$ cat src/rtl/sync_tx_arbiter_pkg.sv
// Shared definitions for the sync_tx_arbiter slice: FSM state encoding,
// default word width and watchdog limit, and the watchdog width helper.
package sync_tx_arbiter_pkg;

  localparam int DATA_WIDTHS     = 8;
  localparam int DEFAULT_TIMEOUT = 255;

  typedef enum logic [1:0] {
    ST_IDLE      = 2'd0,
    ST_SEND      = 2'd1,
    ST_WAIT_BUSY = 2'd2,
    ST_WAIT_DONE = 2'd3
  } arb_state_t;

  // Watchdog counter width: wide enough for the limit, kept within 8..16 bits.
  function automatic int wdog_width(input int limit);
    int w;
    w = $clog2(limit + 1);
    if (w < 8)  w = 8;
    if (w > 16) w = 16;
    return w;
  endfunction

endpackage

$ cat src/rtl/sync_tx_arbiter_rr_pick.sv
// Combinational round-robin select: the search starts at ptr and wraps,
// returning the winner both one-hot and as an index.
module rr_pick #(
  parameter int NUM_REQ = 4,
  parameter int PTR_W   = $clog2(NUM_REQ)
) (
  input  logic [NUM_REQ-1:0] req,
  input  logic [PTR_W-1:0]   ptr,
  output logic [NUM_REQ-1:0] winner,
  output logic [PTR_W-1:0]   idx,
  output logic               any
);

  logic [PTR_W-1:0] cand;

  // Walk from the farthest candidate back to ptr so the closest requester wins.
  always_comb begin
    winner = '0;
    idx    = '0;
    cand   = '0;
    for (int off = NUM_REQ - 1; off >= 0; off--) begin
      cand = PTR_W'((int'(ptr) + off) % NUM_REQ);
      if (req[cand]) begin
        winner       = '0;
        winner[cand] = 1'b1;
        idx          = cand;
      end
    end
  end

  assign any = |req;

endmodule

$ cat src/rtl/sync_tx_arbiter.sv
// Round-robin arbiter sharing the transmit side of sync_multi between
// NUM_REQ requesters. Optional watchdog enabled by SYNC_ARB_TIMEOUT_EN.
module sync_tx_arbiter
  import sync_tx_arbiter_pkg::*;
#(
  parameter int NUM_REQ    = 4,
  parameter int DATA_WIDTH = DATA_WIDTHS,
  parameter int TIMEOUT    = DEFAULT_TIMEOUT
) (
  input  logic                          clk,
  input  logic                          reset,
  input  logic [NUM_REQ-1:0]            req,
  input  logic [NUM_REQ*DATA_WIDTH-1:0] req_data,
  output logic [NUM_REQ-1:0]            grant,
  output logic [NUM_REQ-1:0]            done,
  output logic [DATA_WIDTH-1:0]         tx_data,
  output logic                          tx_v,
  input  logic                          tx_f,
  output logic                          busy,
  output logic                          err
);

  localparam int PTR_W = $clog2(NUM_REQ);

  arb_state_t              state_q, state_d;
  logic [PTR_W-1:0]        ptr_q, ptr_d;
  logic [PTR_W-1:0]        owner_q, owner_d;
  logic [NUM_REQ-1:0]      grant_q, grant_d;
  logic [NUM_REQ-1:0]      done_q, done_d;
  logic [DATA_WIDTH-1:0]   tx_data_q, tx_data_d;
  logic                    tx_v_q, tx_v_d;
  logic                    busy_q, busy_d;

  logic [NUM_REQ-1:0]      pick_winner;
  logic [PTR_W-1:0]        pick_idx;
  logic                    pick_any;
  logic [PTR_W-1:0]        next_ptr;
  logic [DATA_WIDTH-1:0]   pick_word;
  logic                    wdog_fire;

  rr_pick #(
    .NUM_REQ (NUM_REQ),
    .PTR_W   (PTR_W)
  ) u_rr_pick (
    .req    (req),
    .ptr    (ptr_q),
    .winner (pick_winner),
    .idx    (pick_idx),
    .any    (pick_any)
  );

  assign next_ptr = (owner_q == PTR_W'(NUM_REQ - 1)) ? '0 : owner_q + PTR_W'(1);

  // Extract the winning requester's word using constant slice bases.
  always_comb begin
    pick_word = '0;
    for (int i = 0; i < NUM_REQ; i++) begin
      if (pick_idx == PTR_W'(i)) pick_word = req_data[i*DATA_WIDTH +: DATA_WIDTH];
    end
  end

`ifdef SYNC_ARB_TIMEOUT_EN
  localparam int CNT_W = wdog_width(TIMEOUT);

  logic [CNT_W-1:0] cnt_q, cnt_d;
  logic             err_q, err_d;
  logic             stalled;

  assign stalled   = ((state_q == ST_WAIT_BUSY) && !tx_f) || ((state_q == ST_WAIT_DONE) && tx_f);
  assign wdog_fire = stalled && (cnt_q == CNT_W'(TIMEOUT - 1));

  // Watchdog counts every cycle spent in either wait state; err is sticky.
  always_comb begin
    cnt_d = '0;
    err_d = err_q;
    if (state_q == ST_WAIT_BUSY || state_q == ST_WAIT_DONE) cnt_d = cnt_q + CNT_W'(1);
    if (wdog_fire) err_d = 1'b1;
  end

  // Watchdog counter and error flag registers.
  always_ff @(posedge clk or posedge reset) begin
    if (reset) begin
      cnt_q <= '0;
      err_q <= 1'b0;
    end else begin
      cnt_q <= cnt_d;
      err_q <= err_d;
    end
  end

  assign err = err_q;
`else
  logic unused_timeout;

  // TIMEOUT stays referenced so the parameter list is identical in both builds.
  assign unused_timeout = ^TIMEOUT;
  assign wdog_fire      = 1'b0;
  assign err            = 1'b0;
`endif

  // Next-state and next-output logic; every output is registered below.
  always_comb begin
    state_d   = state_q;
    ptr_d     = ptr_q;
    owner_d   = owner_q;
    tx_data_d = tx_data_q;
    grant_d   = '0;
    done_d    = '0;
    tx_v_d    = 1'b0;
    case (state_q)
      ST_IDLE: begin
        if (pick_any && !tx_f) begin
          state_d   = ST_SEND;
          owner_d   = pick_idx;
          grant_d   = pick_winner;
          tx_data_d = pick_word;
          tx_v_d    = 1'b1;
        end
      end
      ST_SEND: begin
        state_d = ST_WAIT_BUSY;
      end
      ST_WAIT_BUSY: begin
        if (tx_f) state_d = ST_WAIT_DONE;
      end
      ST_WAIT_DONE: begin
        if (!tx_f) begin
          state_d = ST_IDLE;
          done_d  = NUM_REQ'(1) << owner_q;
          ptr_d   = next_ptr;
        end
      end
      default: state_d = ST_IDLE;
    endcase
    if (wdog_fire) begin
      state_d = ST_IDLE;
      ptr_d   = next_ptr;
    end
    busy_d = (state_d != ST_IDLE);
  end

  // State, pointer, latched word and registered outputs.
  always_ff @(posedge clk or posedge reset) begin
    if (reset) begin
      state_q   <= ST_IDLE;
      ptr_q     <= '0;
      owner_q   <= '0;
      grant_q   <= '0;
      done_q    <= '0;
      tx_data_q <= '0;
      tx_v_q    <= 1'b0;
      busy_q    <= 1'b0;
    end else begin
      state_q   <= state_d;
      ptr_q     <= ptr_d;
      owner_q   <= owner_d;
      grant_q   <= grant_d;
      done_q    <= done_d;
      tx_data_q <= tx_data_d;
      tx_v_q    <= tx_v_d;
      busy_q    <= busy_d;
    end
  end

  assign grant   = grant_q;
  assign done    = done_q;
  assign tx_data = tx_data_q;
  assign tx_v    = tx_v_q;
  assign busy    = busy_q;

endmodule

$ cat config.mk
export PLATFORM = sky130hd
export DESIGN_NAME = sync_tx_arbiter
export DESIGN_NICKNAME = d
export VERILOG_FILES = /design/src/rtl/sync_tx_arbiter_pkg.sv /design/src/rtl/sync_tx_arbiter_rr_pick.sv /design/src/rtl/sync_tx_arbiter.sv
export SDC_FILE = /design/constraint.sdc
export NUM_CORES = 1
export LEC_CHECK = 0
export ABC_CLOCK_PERIOD_IN_PS = 9500
export CAP_MARGIN = 20
export CORE_ASPECT_RATIO = 1.4
export CORE_MARGIN = 1
export CORE_UTILIZATION = 40
export DETAILED_ROUTE_END_ITERATION = 7
export HOLD_SLACK_MARGIN = 0.05
export PLACE_DENSITY_LB_ADDON = 0.08
export SETUP_SLACK_MARGIN = 0.5
export SLEW_MARGIN = 15
export SYNTH_ARGS = -nofsm -noshare
export SYNTH_HDL_FRONTEND = slang
export SYNTH_HIERARCHICAL = 1
export SYNTH_SLANG_ARGS = --single-unit
$ cat constraint.sdc
create_clock -name clk -period 9.5 [get_ports clk]
set_clock_uncertainty 0.05 [all_clocks]
set_input_delay 2.375 -clock clk [delete_from_list [all_inputs] [get_ports clk]]
set_output_delay 2.375 -clock clk [all_outputs]
set_load 0.05 [all_outputs]
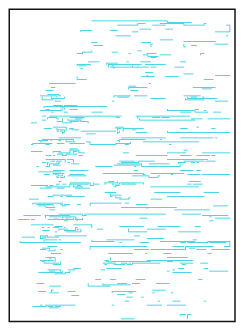
(the metal 1 layer)
(4 px per µm)
- longest straight run: 20.2 µm
- wire length on this layer: 1420 µm

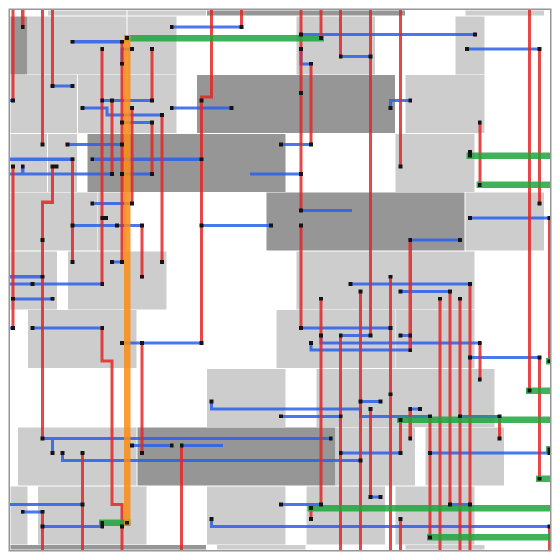
(layout detail)
Window x 30 to 55, y 46 to 71 µm. Cells in grey, sequential cells in the stronger grey; small squares are vias.
- red: M2
- orange: M4
- green: M3
- blue: M1
- netlist names of flops here include: done (2)
- sequential cells in the window: 4
- cells with their middle in the window: 32
- most frequent: clkdlybuf4s50_1 (12), and2_1 (4), dfrtp_1 (4)

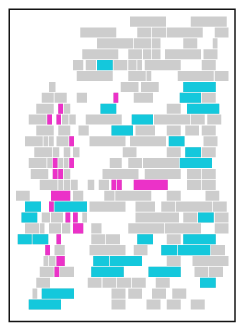
(logic cells by family)
(4 px per µm)
- magenta: nor cells (cells 21)
- cyan: mux cells (cells 27)

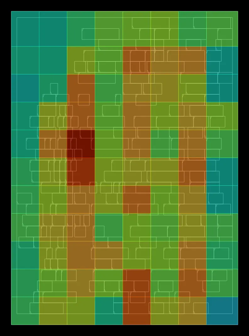
(routing congestion map)
GR Util All Layers: 17.9%
met2 Usage GRT: 34.6%
final core occ: 58.3%

## stage by stage
stage	area, µm²	setup slack [ns]	total power [mW]
after global placement	2210	4.41	0.636
after floorplan	1640	5.07	0.528
after global routing	2280	4.43	0.785
after detailed placement	2210	4.32	0.650
after CTS	2280	4.60	0.739
final	2280	4.57	0.733
## cells in the final DEF (no fill, tap or decap), types with 2 or more instances in the layout
cell type        instances
clkdlybuf4s50_1         56
dfrtp_1                 24
nor2_1                  17
mux2_2                  12
ha_1                    12
mux4_2                  11
inv_1                    9
a21oi_1                  5
and2_2                   4
and2_1                   4
a221oi_1                 4
nand3_1                  4
mux2_4                   3
clkbuf_8                 3
nand2_1                  3
buf_4                    2
o21ai_0                  2
## kinds of logic after synthesis
group           after synthesis
simple gates                 39
mux                          27
flops                        24
compound gates               19
buf+inv                      17
fa+ha+maj                    12
other cells                   1
## cell type report
type,count,share of cell area (%)
well taps,43,2.35
repair buffers,58,25.2
inverters,9,1.48
multi-input cells,98,41.6
clock inverters,1,1.31
clock buffers,3,1.81
flip-flops and latches,24,26.3
## worst max path at each step
| stage | startpoint | slack (ns) | end |
|---|---|---|---|
| floorplan | req[1] | 5.07 | tx_data[7] |
| global placement | req[2] | 4.41 | tx_data[7] |
| detailed placement | req[3] | 4.32 | tx_data[0] |
| CTS | req[0] | 4.60 | tx_data[0] |
| global route | req[3] | 4.43 | tx_data[0] |
| finish | req[0] | 4.57 | tx_data[0] |
## sequential cells by signal, indices dropped and copies added (netlist names)
register / flops
tx_data: 8
done: 4
grant: 4
owner_q: 2
ptr_q: 2
state_q: 2
busy: 1
tx_v: 1
## power by group
group | internal (mW) | switching, mW | total, mW
clock network | 0.0563 | 0.0318 | 0.0881
registers | 0.139 | 0.0382 | 0.177
logic | 0.220 | 0.249 | 0.468
==> run_results.csv <==
group,metric,value,unit
outcome,outcome,"finished clean",
worst_setup_path,cp_max_fo,9,
hold_path,holdPathStages,1,
detailed_routing,vias_per_cell,5.42,
logic_synthesis,compound_area_share,8.10,%
clock_tree,holdBufCountCts,0,
logic_synthesis,ys_sh_adder,9.17,%
detailed_routing,drt_iter0_markers,28,
clock_tree,post_cts_buffers,0,
grt,grt_pass1_wl,6090,µm
final_timing,final.setup.tns,0,ns
worst_setup_path,cp.required,9.60,ns
grt,grt_max_degree,25,
clock_tree,worst_skew_pair.late_latency,0.26,ns
die,core_area,3920,µm²
clock_tree,cts_tree,"built",
worst_setup_path,r2r_end,"tx_data[0]",
die,die-area,4360,µm²
place,hpwlAfterDp,2900,µm
final_timing,setup_viol,0,
worst_setup_path,cp-start-kind,"input pin",
flow_run,drv_cap,0,
detailed_routing,wl_met2,2070,µm
clock_tree,cts-root-buf,"clkbuf_8",
final_timing,whs,0.463,ns
grt,met3_usage,3.00,%
logic_synthesis,edf_count,0,
final_timing,timing.final.crit_share,51.9,%
worst_setup_path,cp_slowest_cell,"clkdlybuf4s50_1",
logic_synthesis,synth_top_area_share,36.7,%
detailed_routing,route.met3.wl,169,µm
logic_synthesis,synth-simple-area-share,13.8,%
logic_synthesis,yosysWarnings,6,
logic_synthesis,synthTopCellsByArea,"dfrtp_1, mux4_2, ha_1",
logic_synthesis,async_flop_share,100,%
hold_path,min_to,"tx_data[5]",
final_timing,fmax,203,MHz
grt,grt_pass1_vias,1283,
finish,fin_cells,236,
logic_synthesis,logic_family,"multiplexers",
logic_synthesis,synthCells,139,
detailed_routing,drc_errors,0,
die,fp_util,41.8,%
place,io_buffers,56,
grt,busiest_layer,"met2",
worst_setup_path,critPathTopFamily,"multiplexers",
final_timing,drv_slew,0,
finish,nNetsFinal,245,
final_timing,grt_setup_unrepaired,"false",
logic_synthesis,avgSynthCellArea,11.8,µm²
clock_tree,cts.clk_slew.worst_paths,0.08,ns
logic_synthesis,synthFlopType,"dfrtp_1",
logic_synthesis,synth.yosys.seq_area_share,36.7,%
worst_setup_path,path_cells,"clkdlybuf4s50_1 > mux2_2 > mux2i_1 > o21ai_0 > o21ai_1 > buf_4 > mux4_2 > mux2_2",
logic_synthesis,yosysTopAreaCell,"dfrtp_1",
pwr,vdd_ir_drop_max,209,µV
finish,num-fill-cells,347,
finish,mi_logic_area,950,µm²
worst_setup_path,rr_worst_depth,9,
place,place_congestion,0.829,
hold_path,min_path_type,"flip-flop to flip-flop",
logic_synthesis,netlist_area,1640,µm²
worst_setup_path,critPathBufInv,2,
detailed_routing,routed_wl,3690,µm
clock_tree,clk_path_buf_depth,2,
worst_setup_path,endpoint_kind,"flip-flop",
die,die_h,77.7,µm
detailed_routing,post_drt_wl_per_cell,15.6,µm
worst_setup_path,cpPeakStageDelay,0.54,ns
logic_synthesis,top_cell,"dfrtp_1",
detailed_routing,wl_met1,1420,µm
No activity file was given, so power comes from the tool's default toggle rates.
